[src/rtl/vga_pkg.sv]
// Shared VGA capture types: default active geometry, capture state encoding
// and the 24-bit pixel layout also used by the timing generator.
package vga_pkg;

   localparam int H_ACTIVE_DEF = 640;
   localparam int V_ACTIVE_DEF = 480;

   typedef enum logic [1:0] {
      SEARCH      = 2'd0,
      WAIT_ACTIVE = 2'd1,
      CAPTURE     = 2'd2,
      WAIT_VSYNC  = 2'd3
   } cap_state_t;

   typedef struct packed {
      logic [7:0] red;
      logic [7:0] green;
      logic [7:0] blue;
   } pixel_t;

   localparam pixel_t PIXEL_IDLE = '{red: 8'd0, green: 8'd0, blue: 8'd0};

   function automatic pixel_t make_pixel(input logic [7:0] r,
                                         input logic [7:0] g,
                                         input logic [7:0] b);
      pixel_t p;
      p.red   = r;
      p.green = g;
      p.blue  = b;
      return p;
   endfunction

endpackage

[src/rtl/vga_sync_edge.sv]
// Input staging for the capture block: every video input is registered once
// (s1); the sync and blank lines get a second stage (s2) so edges can be
// derived as s2/s1 pairs.
module vga_sync_edge
   import vga_pkg::*;
(
   input  logic        clk,
   input  logic        rst,
   input  logic        hsync,
   input  logic        vsync,
   input  logic        blank_n,
   input  logic        fifo_full,
   input  logic [23:0] pixel,
   output logic        blank_s1,
   output logic        full_s1,
   output logic [23:0] pixel_s1,
   output logic        hsync_fall,
   output logic        hsync_rise,
   output logic        vsync_fall,
   output logic        vsync_rise,
   output logic        blank_fall,
   output logic        blank_rise
);

   logic   hsync_s1_r;
   logic   hsync_s2_r;
   logic   vsync_s1_r;
   logic   vsync_s2_r;
   logic   blank_s1_r;
   logic   blank_s2_r;
   logic   full_s1_r;
   pixel_t pixel_s1_r;

   // Two-stage input pipeline; reset parks it at the idle level (syncs high, blanked, black)
   always_ff @(posedge clk) begin
      if (rst) begin
         hsync_s1_r <= 1'b1;
         hsync_s2_r <= 1'b1;
         vsync_s1_r <= 1'b1;
         vsync_s2_r <= 1'b1;
         blank_s1_r <= 1'b0;
         blank_s2_r <= 1'b0;
         full_s1_r  <= 1'b0;
         pixel_s1_r <= PIXEL_IDLE;
      end else begin
         hsync_s1_r <= hsync;
         hsync_s2_r <= hsync_s1_r;
         vsync_s1_r <= vsync;
         vsync_s2_r <= vsync_s1_r;
         blank_s1_r <= blank_n;
         blank_s2_r <= blank_s1_r;
         full_s1_r  <= fifo_full;
         pixel_s1_r <= pixel;
      end
   end

   assign blank_s1   = blank_s1_r;
   assign full_s1    = full_s1_r;
   assign pixel_s1   = pixel_s1_r;
   assign hsync_fall = hsync_s2_r & ~hsync_s1_r;
   assign hsync_rise = ~hsync_s2_r & hsync_s1_r;
   assign vsync_fall = vsync_s2_r & ~vsync_s1_r;
   assign vsync_rise = ~vsync_s2_r & vsync_s1_r;
   assign blank_fall = blank_s2_r & ~blank_s1_r;
   assign blank_rise = ~blank_s2_r & blank_s1_r;

endmodule

[src/rtl/vga_capture.sv]
// VGA frame capture: locks onto vsync, writes each active pixel into a
// downstream FIFO in raster order and tracks line/frame/overflow errors.
module vga_capture
   import vga_pkg::*;
#(
   parameter int H_ACTIVE = H_ACTIVE_DEF,
   parameter int V_ACTIVE = V_ACTIVE_DEF
) (
   input  logic        clk,
   input  logic        rst,
   input  logic        en,
   input  logic        hsync,
   input  logic        vsync,
   input  logic        blank_n,
   input  logic [7:0]  red,
   input  logic [7:0]  green,
   input  logic [7:0]  blue,
   input  logic        fifo_full,
   input  logic        clear_err,
   output logic        fifo_wreq,
   output logic [23:0] fifo_wdata,
   output logic        frame_start,
   output logic        frame_done,
   output logic        locked,
   output logic        overflow,
   output logic        line_err,
   output logic        frame_err
);

   localparam logic [9:0] H_LIM = H_ACTIVE[9:0];
   localparam logic [9:0] V_LIM = V_ACTIVE[9:0];

   pixel_t     pixel_in_s;
   pixel_t     pixel_s1_s;
   logic       blank_s1_s;
   logic       full_s1_s;
   logic       hsync_fall_s;
   logic       hsync_rise_s;
   logic       vsync_fall_s;
   logic       vsync_rise_s;
   logic       blank_fall_s;
   logic       blank_rise_s;
   logic       unused_edges_s;

   cap_state_t state_r;
   cap_state_t state_nxt_s;
   logic [9:0] x_r;
   logic [9:0] x_nxt_s;
   logic [9:0] y_r;
   logic [9:0] y_nxt_s;
   logic [9:0] y_inc_s;
   logic       take_s;
   logic       start_s;
   logic       frame_end_s;
   logic       restart_s;
   logic       line_set_s;
   logic       frame_set_s;
   logic       ovf_set_s;
   logic       write_s;
   logic       err_any_s;
   logic       locked_nxt_s;
   logic       frame_bad_nxt_s;

   logic       fifo_wreq_r;
   pixel_t     wdata_r;
   logic       frame_start_r;
   logic       frame_done_r;
   logic       locked_r;
   logic       frame_bad_r;
   logic       overflow_r;
   logic       line_err_r;
   logic       frame_err_r;

   assign pixel_in_s = make_pixel(red, green, blue);

   vga_sync_edge u_sync_edge (
      .clk        (clk),
      .rst        (rst),
      .hsync      (hsync),
      .vsync      (vsync),
      .blank_n    (blank_n),
      .fifo_full  (fifo_full),
      .pixel      (pixel_in_s),
      .blank_s1   (blank_s1_s),
      .full_s1    (full_s1_s),
      .pixel_s1   (pixel_s1_s),
      .hsync_fall (hsync_fall_s),
      .hsync_rise (hsync_rise_s),
      .vsync_fall (vsync_fall_s),
      .vsync_rise (vsync_rise_s),
      .blank_fall (blank_fall_s),
      .blank_rise (blank_rise_s)
   );

   // Horizontal sync and the rising edges carry no capture decision here
   assign unused_edges_s = ^{hsync_fall_s, hsync_rise_s, vsync_rise_s, blank_rise_s};

   assign y_inc_s   = y_r + 10'd1;
   assign ovf_set_s = take_s & full_s1_s;
   assign write_s   = take_s & ~full_s1_s;
   assign err_any_s = ovf_set_s | line_set_s | frame_set_s;

   // Next-state and per-pixel decisions from the s1 stage and s2/s1 edges
   always_comb begin
      state_nxt_s = state_r;
      x_nxt_s     = x_r;
      y_nxt_s     = y_r;
      take_s      = 1'b0;
      start_s     = 1'b0;
      frame_end_s = 1'b0;
      restart_s   = 1'b0;
      line_set_s  = 1'b0;
      frame_set_s = 1'b0;
      if (!en) begin
         state_nxt_s = SEARCH;
         x_nxt_s     = 10'd0;
         y_nxt_s     = 10'd0;
      end else if (vsync_fall_s) begin
         restart_s   = 1'b1;
         frame_set_s = (state_r == CAPTURE) && (y_r < V_LIM);
         state_nxt_s = WAIT_ACTIVE;
         x_nxt_s     = 10'd0;
         y_nxt_s     = 10'd0;
      end else begin
         case (state_r)
            SEARCH: begin
               state_nxt_s = SEARCH;
            end
            WAIT_ACTIVE: begin
               if (blank_s1_s) begin
                  take_s      = 1'b1;
                  start_s     = 1'b1;
                  x_nxt_s     = x_r + 10'd1;
                  state_nxt_s = CAPTURE;
               end else begin
                  state_nxt_s = WAIT_ACTIVE;
               end
            end
            CAPTURE: begin
               if (blank_s1_s) begin
                  if (x_r < H_LIM) begin
                     take_s  = 1'b1;
                     x_nxt_s = x_r + 10'd1;
                  end else begin
                     line_set_s = 1'b1;
                  end
               end else if (blank_fall_s) begin
                  line_set_s = (x_r != H_LIM);
                  x_nxt_s    = 10'd0;
                  y_nxt_s    = y_inc_s;
                  if (y_inc_s == V_LIM) begin
                     frame_end_s = 1'b1;
                     state_nxt_s = WAIT_VSYNC;
                  end else begin
                     state_nxt_s = CAPTURE;
                  end
               end else begin
                  state_nxt_s = CAPTURE;
               end
            end
            WAIT_VSYNC: begin
               frame_set_s = blank_s1_s;
               state_nxt_s = WAIT_VSYNC;
            end
            default: begin
               state_nxt_s = SEARCH;
            end
         endcase
      end
   end

   // Lock tracking: any error drops lock at once; a clean frame end regains it
   always_comb begin
      locked_nxt_s    = locked_r;
      frame_bad_nxt_s = frame_bad_r;
      if (!en || err_any_s) begin
         locked_nxt_s = 1'b0;
      end else if (frame_end_s) begin
         locked_nxt_s = ~frame_bad_r;
      end else begin
         locked_nxt_s = locked_r;
      end
      if (restart_s) begin
         frame_bad_nxt_s = 1'b0;
      end else begin
         frame_bad_nxt_s = frame_bad_r | err_any_s;
      end
   end

   // State, counters and registered outputs; sticky flags keep a new error over clear_err
   always_ff @(posedge clk) begin
      if (rst) begin
         state_r       <= SEARCH;
         x_r           <= 10'd0;
         y_r           <= 10'd0;
         fifo_wreq_r   <= 1'b0;
         wdata_r       <= PIXEL_IDLE;
         frame_start_r <= 1'b0;
         frame_done_r  <= 1'b0;
         locked_r      <= 1'b0;
         frame_bad_r   <= 1'b0;
         overflow_r    <= 1'b0;
         line_err_r    <= 1'b0;
         frame_err_r   <= 1'b0;
      end else begin
         state_r       <= state_nxt_s;
         x_r           <= x_nxt_s;
         y_r           <= y_nxt_s;
         fifo_wreq_r   <= write_s;
         if (write_s) begin
            wdata_r <= pixel_s1_s;
         end else begin
            wdata_r <= wdata_r;
         end
         frame_start_r <= start_s;
         frame_done_r  <= frame_end_s;
         locked_r      <= locked_nxt_s;
         frame_bad_r   <= frame_bad_nxt_s;
         overflow_r    <= (overflow_r & ~clear_err) | ovf_set_s;
         line_err_r    <= (line_err_r & ~clear_err) | line_set_s;
         frame_err_r   <= (frame_err_r & ~clear_err) | frame_set_s;
      end
   end

   assign fifo_wreq   = fifo_wreq_r;
   assign fifo_wdata  = wdata_r;
   assign frame_start = frame_start_r;
   assign frame_done  = frame_done_r;
   assign locked      = locked_r;
   assign overflow    = overflow_r;
   assign line_err    = line_err_r;
   assign frame_err   = frame_err_r;

endmodule

[config.mk]
export PLATFORM = sky130hd
export DESIGN_NAME = vga_capture
export DESIGN_NICKNAME = d
export VERILOG_FILES = /design/src/rtl/vga_pkg.sv /design/src/rtl/vga_sync_edge.sv /design/src/rtl/vga_capture.sv
export SDC_FILE = /design/constraint.sdc
export NUM_CORES = 1
export LEC_CHECK = 0
export CAP_MARGIN = 40
export CORE_MARGIN = 2
export CORE_UTILIZATION = 35
export CTS_CLUSTER_DIAMETER = 200
export DETAILED_ROUTE_END_ITERATION = 12
export RECOVER_POWER = 25
export SYNTH_ARGS = -nofsm -noshare
export SYNTH_HDL_FRONTEND = slang
export SYNTH_SLANG_ARGS = --single-unit
[constraint.sdc]
create_clock -name clk -period 5.08 [get_ports clk]
set_input_delay 1.524 -clock clk [delete_from_list [all_inputs] [get_ports clk]]
set_output_delay 1.524 -clock clk [all_outputs]
set_load 0.03 [all_outputs]
Figure 1. Wire density map (run 1).
Scale: 4 px per um. 20 x 20 tiles, from dark blue (low) to red (high), scaled to the fullest tile. Values are wire area over tile area, all layers added.
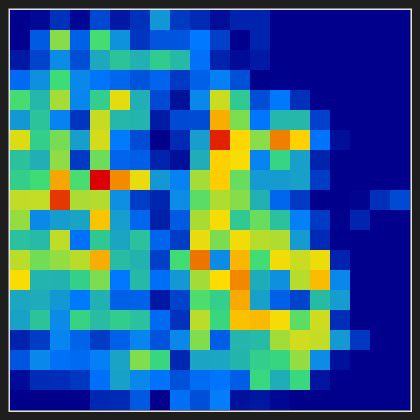
25% of the tiles are nearly empty. 21% of the tiles are over half the peak. The emptiest ninth of the die: upper right. The fullest tile reaches 0.38. The mean over all tiles is 0.11.
Avg WL per Cell: 12.2 um
final wirelength: 6.53 mm
via count: 2565

Figure 2. Congestion heat map (run 1).
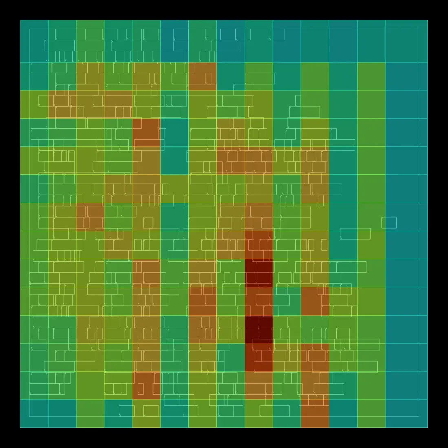
gr busiest metal: met2
met2 Use GR: 0.223

==> impl_metrics.csv, run 1 <==
group,metric,value,unit
outcome,status,"finished with violations",
outcome,violations,"capacitance limit, slew limit",
global_route,grt-ovfl-total,0,
layout,drive_gt1_frac,0.0657,
power,power_density,288,mW/mm2
power,p_clk_frac,0.400,
place,globalplace.congestion,0.839,
logic_synthesis,largest_area_cell,"dfxtp_1",
die,core_area,0.00911,mm2
die,die_w,100,um
worst_setup_path,crit_path_start_kind,"primary input",
logic_synthesis,synthArstFlopShare,0,
logic_synthesis,synthesis.instances,361,
routing,vias_per_cell,4.78,
worst_setup_path,critPathArrivalTime,3450,ps
sta,fin_crit_sh,0.652,
die,io_pins,63,
place,dp_hpwl,4.52,mm
logic_synthesis,yosys-stat-cells,361,
global_route,grtUsageTotal,0.139,
logic_synthesis,ys_ff,83,
logic_synthesis,synthTopCellsByArea,"dfxtp_1 51%, nand2_1 7.5%, nor2b_1 6.2%",
routing,ant_nets,0,
power,pwr-share-seq,0.559,
global_route,grt_max_degree,59,
cts,ctsResizeCount,0,
logic_synthesis,syn_area,0.00323,mm2
worst_setup_path,cp-startpoint,"en",
worst_hold_path,holdPathEnd,"fifo_wdata[1]",
worst_hold_path,min_path_type,"flip-flop to flip-flop",
layout,diodes,0,
logic_synthesis,syn-num-nets,400,
worst_setup_path,worstReg2RegEnd,"fifo_wdata[15]",
job,cap_violations,1,
global_route,grt_use_met1,0.166,
power,p_leak,1.38,nW
sta,slew_viol_final,59,
sta,setup_viol,0,
sta,rsz0062_at_grt,"false",
global_route,grt_pass1_wl,11.2,mm
worst_setup_path,worst-r2r-setup-slack,2580,ps
power,swShare,0.227,
layout,nets,460,
die,initial_core_util,0.355,
cts,path_clk_slew,90,ps
worst_setup_path,worstReg2RegStart,"state_r[0]",
layout,final_core_util,0.455,
sta,max_slew_margin,-0.518,
cts,cts_max_path_buffers,2,
power,p_sw,0.271,mW
worst_setup_path,required,5210,ps
routing,drt_first_pass_iters,4,
worst_setup_path,endpoint,"fifo_wdata[15]",
worst_hold_path,worstHoldPathCells,2,
global_route,gr-usage-met3,0.0501,
sta,finClkSkew,10.6,ps
layout,layout.cells.most_common,"dfxtp_1",
die,dieHeight,100,um
cts,clock_latency,350,ps
job,warning_count,31,
routing,met1Wirelength,3.00,mm
cts,cts_hold_buf,0,
routing,drc,0,
logic_synthesis,synth-edff-count,0,
Figure 3. Met2 routing (run 1).
Scale: 4 px per um.
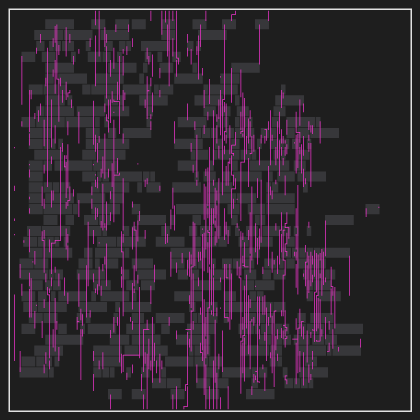
The wires run mostly vertical. The layer holds 45% of the routed length. The longest straight run is 34.7 um.

[run 1: flip-flops by register name (all words and copies together) (netlist names), 2 cells and up]
register and cells:
fifo_wdata 24, u_sync_edge.pixel_s1 24, x_r 10, y_r 10, state_r 2
[run 1: final cells by class]
type                       instances  area [um2]
tap                              111         139
sequential                        83        1660
clock inverter                     6        71.3
inverter                           9        33.8
clock buffer                      10         128
fill                             899        4970
multi-input combinational        254        1480
timing repair buffer              64         631
[run 1: power groups by stage]
stage	logic (mW)	registers, mW	clock network [mW]
floorplan	0.0221	0.681	0
global placement	0.0487	0.683	0
detailed placement	0.0486	0.683	0
CTS	0.0488	0.668	0.494
global route	0.0532	0.669	0.521
finish	0.0480	0.667	0.478
[run 1: worst max-delay path, stage by stage]
cell and delay (ps):
clkdlybuf4s50_1 590, nand2_1 170, or4_1 770, buf_8 260
nand2_1 60, a21oi_1 60
[run 1: synthesized netlist by cell type, drive strengths merged (2+ instances only)]
cell and instances:
or4 3, clkbuf 9, o211ai 2, dfxtp 83
nand3 7, nor2b 32, xnor2 10, nor4b 3
or3 6, xor2 4, buf 6, nand4 8
and3 2, a32oi 2, nor4 2, o21ai 9
ha 7, nor3 2, nor2 26, a21oi 40
or2 2, nand2 67, inv 9, nand2b 5
[run 1: logic make-up after synthesis]
logic type / share of synthesized area
fa+ha+maj: 0.0271
xor+xnor: 0.0379
flops: 0.514
compound gates: 0.118
buf+inv: 0.0317
simple gates: 0.272
[run 1: per-stage QoR]
stage	power, mW	area (um2)	hold WS (ps)	worst slack, ps	std cells
global placement	0.731	3930	419	1400	520
global route	1.24	4140	451	1490	537
CTS	1.21	4150	433	1830	537
finish	1.19	4140	430	1770	537
floorplan	0.703	3230	417	2450	361
detailed placement	0.731	3950	427	1460	521
==> run 2, diff against run 1 <==
==> constraint.sdc (replaced) <==
create_clock -name clk -period 3 [get_ports clk]
set_input_delay 0.9 -clock clk [delete_from_list [all_inputs] [get_ports clk]]
set_output_delay 0.9 -clock clk [all_outputs]
set_load 0.03 [all_outputs]
Figure 4. Met3 routing (run 2).
Scale: 4 px per um.
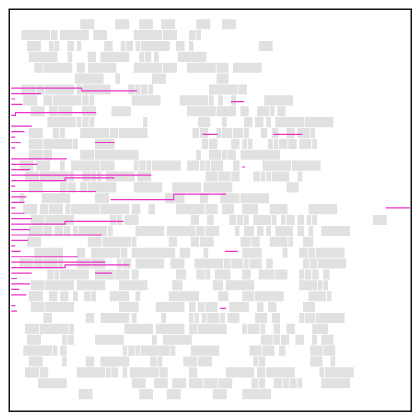
The longest straight run is 34.7 um. 42 nets have wire on it. The layer carries 407 um of wire. The wires run mostly horizontal.
met3 GRT Util: 0.0439
via count: 2574
final wirelength: 6.62 mm

==> impl_metrics.csv, run 2 <==
group,metric,value,unit
worst_hold_path,holdPathEnd,"fifo_wdata[13]",
power,power_density,508,mW/mm2
logic_synthesis,synthTopCellsByArea,"dfxtp_1 51%, nand2_1 7.5%, nor2b_1 6.2%",
logic_synthesis,ys_ff,83,
logic_synthesis,synth-edff-count,0,
cts,ctsResizeCount,0,
power,pwr-share-seq,0.532,
place,placed_area,0.00396,mm2
place,place_ws,335,ps
place,globalplace.congestion,0.795,
place,dp_hpwl,4.54,mm
cts,cts_hold_buf,0,
worst_setup_path,crit_path_start_kind,"primary input",
routing,drt_first_pass_iters,4,
power,p_leak,1.41,nW
global_route,grt_pass1_wl,11.1,mm
power,top_power_group,"sequential cells",
job,warning_count,31,
outcome,status,"complete, no violations",
layout,drive_gt1_frac,0.0748,
sta,finClkSkew,8.03,ps
sta,slew_viol_final,0,
layout,fill_cells,876,
global_route,grt_max_degree,34,
sta,max_slew_margin,0.257,
sta,setup_viol,0,
layout,layout.cells.most_common,"dfxtp_1",
worst_setup_path,critPathArrivalTime,2560,ps
worst_setup_path,worstReg2RegStart,"state_r[0]",
routing,ant_nets,0,
worst_setup_path,critPathKind,"primary input to flip-flop",
job,cap_violations,0,
die,core_area,0.00911,mm2
routing,drc,0,
die,io_pins,63,
layout,logic_area,0.00148,mm2
logic_synthesis,common_cells,"83 x dfxtp_1, 65 x nand2_1, 39 x a21oi_1",
die,die_w,100,um
die,dieHeight,100,um
cts,clock_latency,350,ps
global_route,grt-ovfl-total,0,
logic_synthesis,syn-num-nets,400,
power,p_comb,0.0832,mW
power,swShare,0.213,
logic_synthesis,top_cell,"dfxtp_1",
logic_synthesis,largest_area_cell,"dfxtp_1",
die,initial_core_util,0.355,
worst_hold_path,worstHoldPathCells,2,
worst_setup_path,required,3240,ps
cts,path_clk_slew,90,ps
sta,fin_crit_sh,0.773,
logic_synthesis,synthArstFlopShare,0,
routing,vias_per_cell,4.78,
cts,post-cts-setup-buffers,0,
layout,stdcell_count,539,
power,p_clk,0.913,mW
worst_setup_path,worst-r2r-setup-slack,690,ps
logic_synthesis,synthesis.instances,361,
layout,seq_area,0.00166,mm2
layout,nets,462,
power,p_sw,0.454,mW
worst_hold_path,min_path_type,"flip-flop to flip-flop",
sta,worst_pin_slew,1110,ps
worst_setup_path,worstReg2RegEnd,"x_r[9]",
power,pg_seq,1.13,mW
cts,cts_max_path_buffers,2,
layout,diodes,0,
sta,worst_slack,682,ps
logic_synthesis,yosys-stat-cells,361,
Figure 5. Wire density map (run 2).
Scale: 4 px per um. 20 x 20 tiles, from dark blue (low) to red (high), scaled to the fullest tile. Values are wire area over tile area, all layers added.
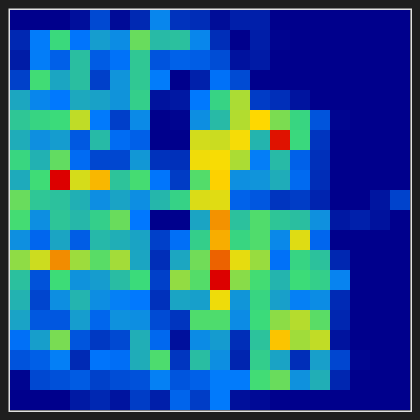
The fullest tile reaches 0.42. 16% of the tiles are over half the peak. The emptiest ninth of the die: upper right. 25% of the tiles are nearly empty. The mean over all tiles is 0.11.
GRT Util Overall: 0.137
Avg WL per Cell: 12.3 um

run 2: cell counts after synthesis:
No cell type changed its count.
run 2: stage by stage:
| stage | power (mW) | hold slack [ps] | util |
|---|---|---|---|
| floorplan | 1.19 | 417 | - |
| detailed placement | 1.24 | 427 | 0.434 |
| CTS | 2.16 | 439 | 0.460 |
| global placement | 1.24 | 418 | 0.434 |
| finish | 2.13 | 433 | 0.460 |
| global route | 2.20 | 446 | 0.460 |
run 2: routing by layer:
metal / share of wire / vias up / global-route usage
met5: 0 / - / 0
met4: 0.014 / 0 / 0.0569
met3: 0.061 / 10 / 0.0439
met2: 0.46 / 52 / 0.212
met1: 0.47 / 1171 / 0.177
li1: - / 1341 / -
run 2: final cells by class:
cell class | count | share of cell area
multi-input cells | 254 | 0.353
flip-flops and latches | 83 | 0.397
clock buffers | 10 | 0.0329
well taps | 111 | 0.0332
clock inverters | 6 | 0.0233
repair buffers | 66 | 0.153
inverters | 9 | 0.00807
run 2: cell families after synthesis:
kind of cell             count (synthesis)  share of synthesized area
AND/OR/NAND/NOR                        172                      0.272
adder cells (fa/ha/maj)                  7                     0.0271
flip-flops                              83                      0.514
AND-OR/OR-AND                           61                      0.118
XOR/XNOR                                14                     0.0379
buffers and inverters                   24                     0.0317
run 2: how the worst max path moves through the flow:
stage / from / endpoint / depth (start not counted)
finish: en / frame_bad_r / 5
CTS: locked / locked / 1
global route: rst / line_err / 3
detailed placement: en / frame_bad_r / 5
floorplan: state_r[0] / x_r[9] / 8
global placement: en / frame_bad_r / 5
run 2: critical path, stage by stage:
cell	delay, ps
clkdlybuf4s50_1	510
nand2_1	140
or4b_1	590
nor2b_1	160
a221oi_1	250
Power and IR drop assume default switching activity.
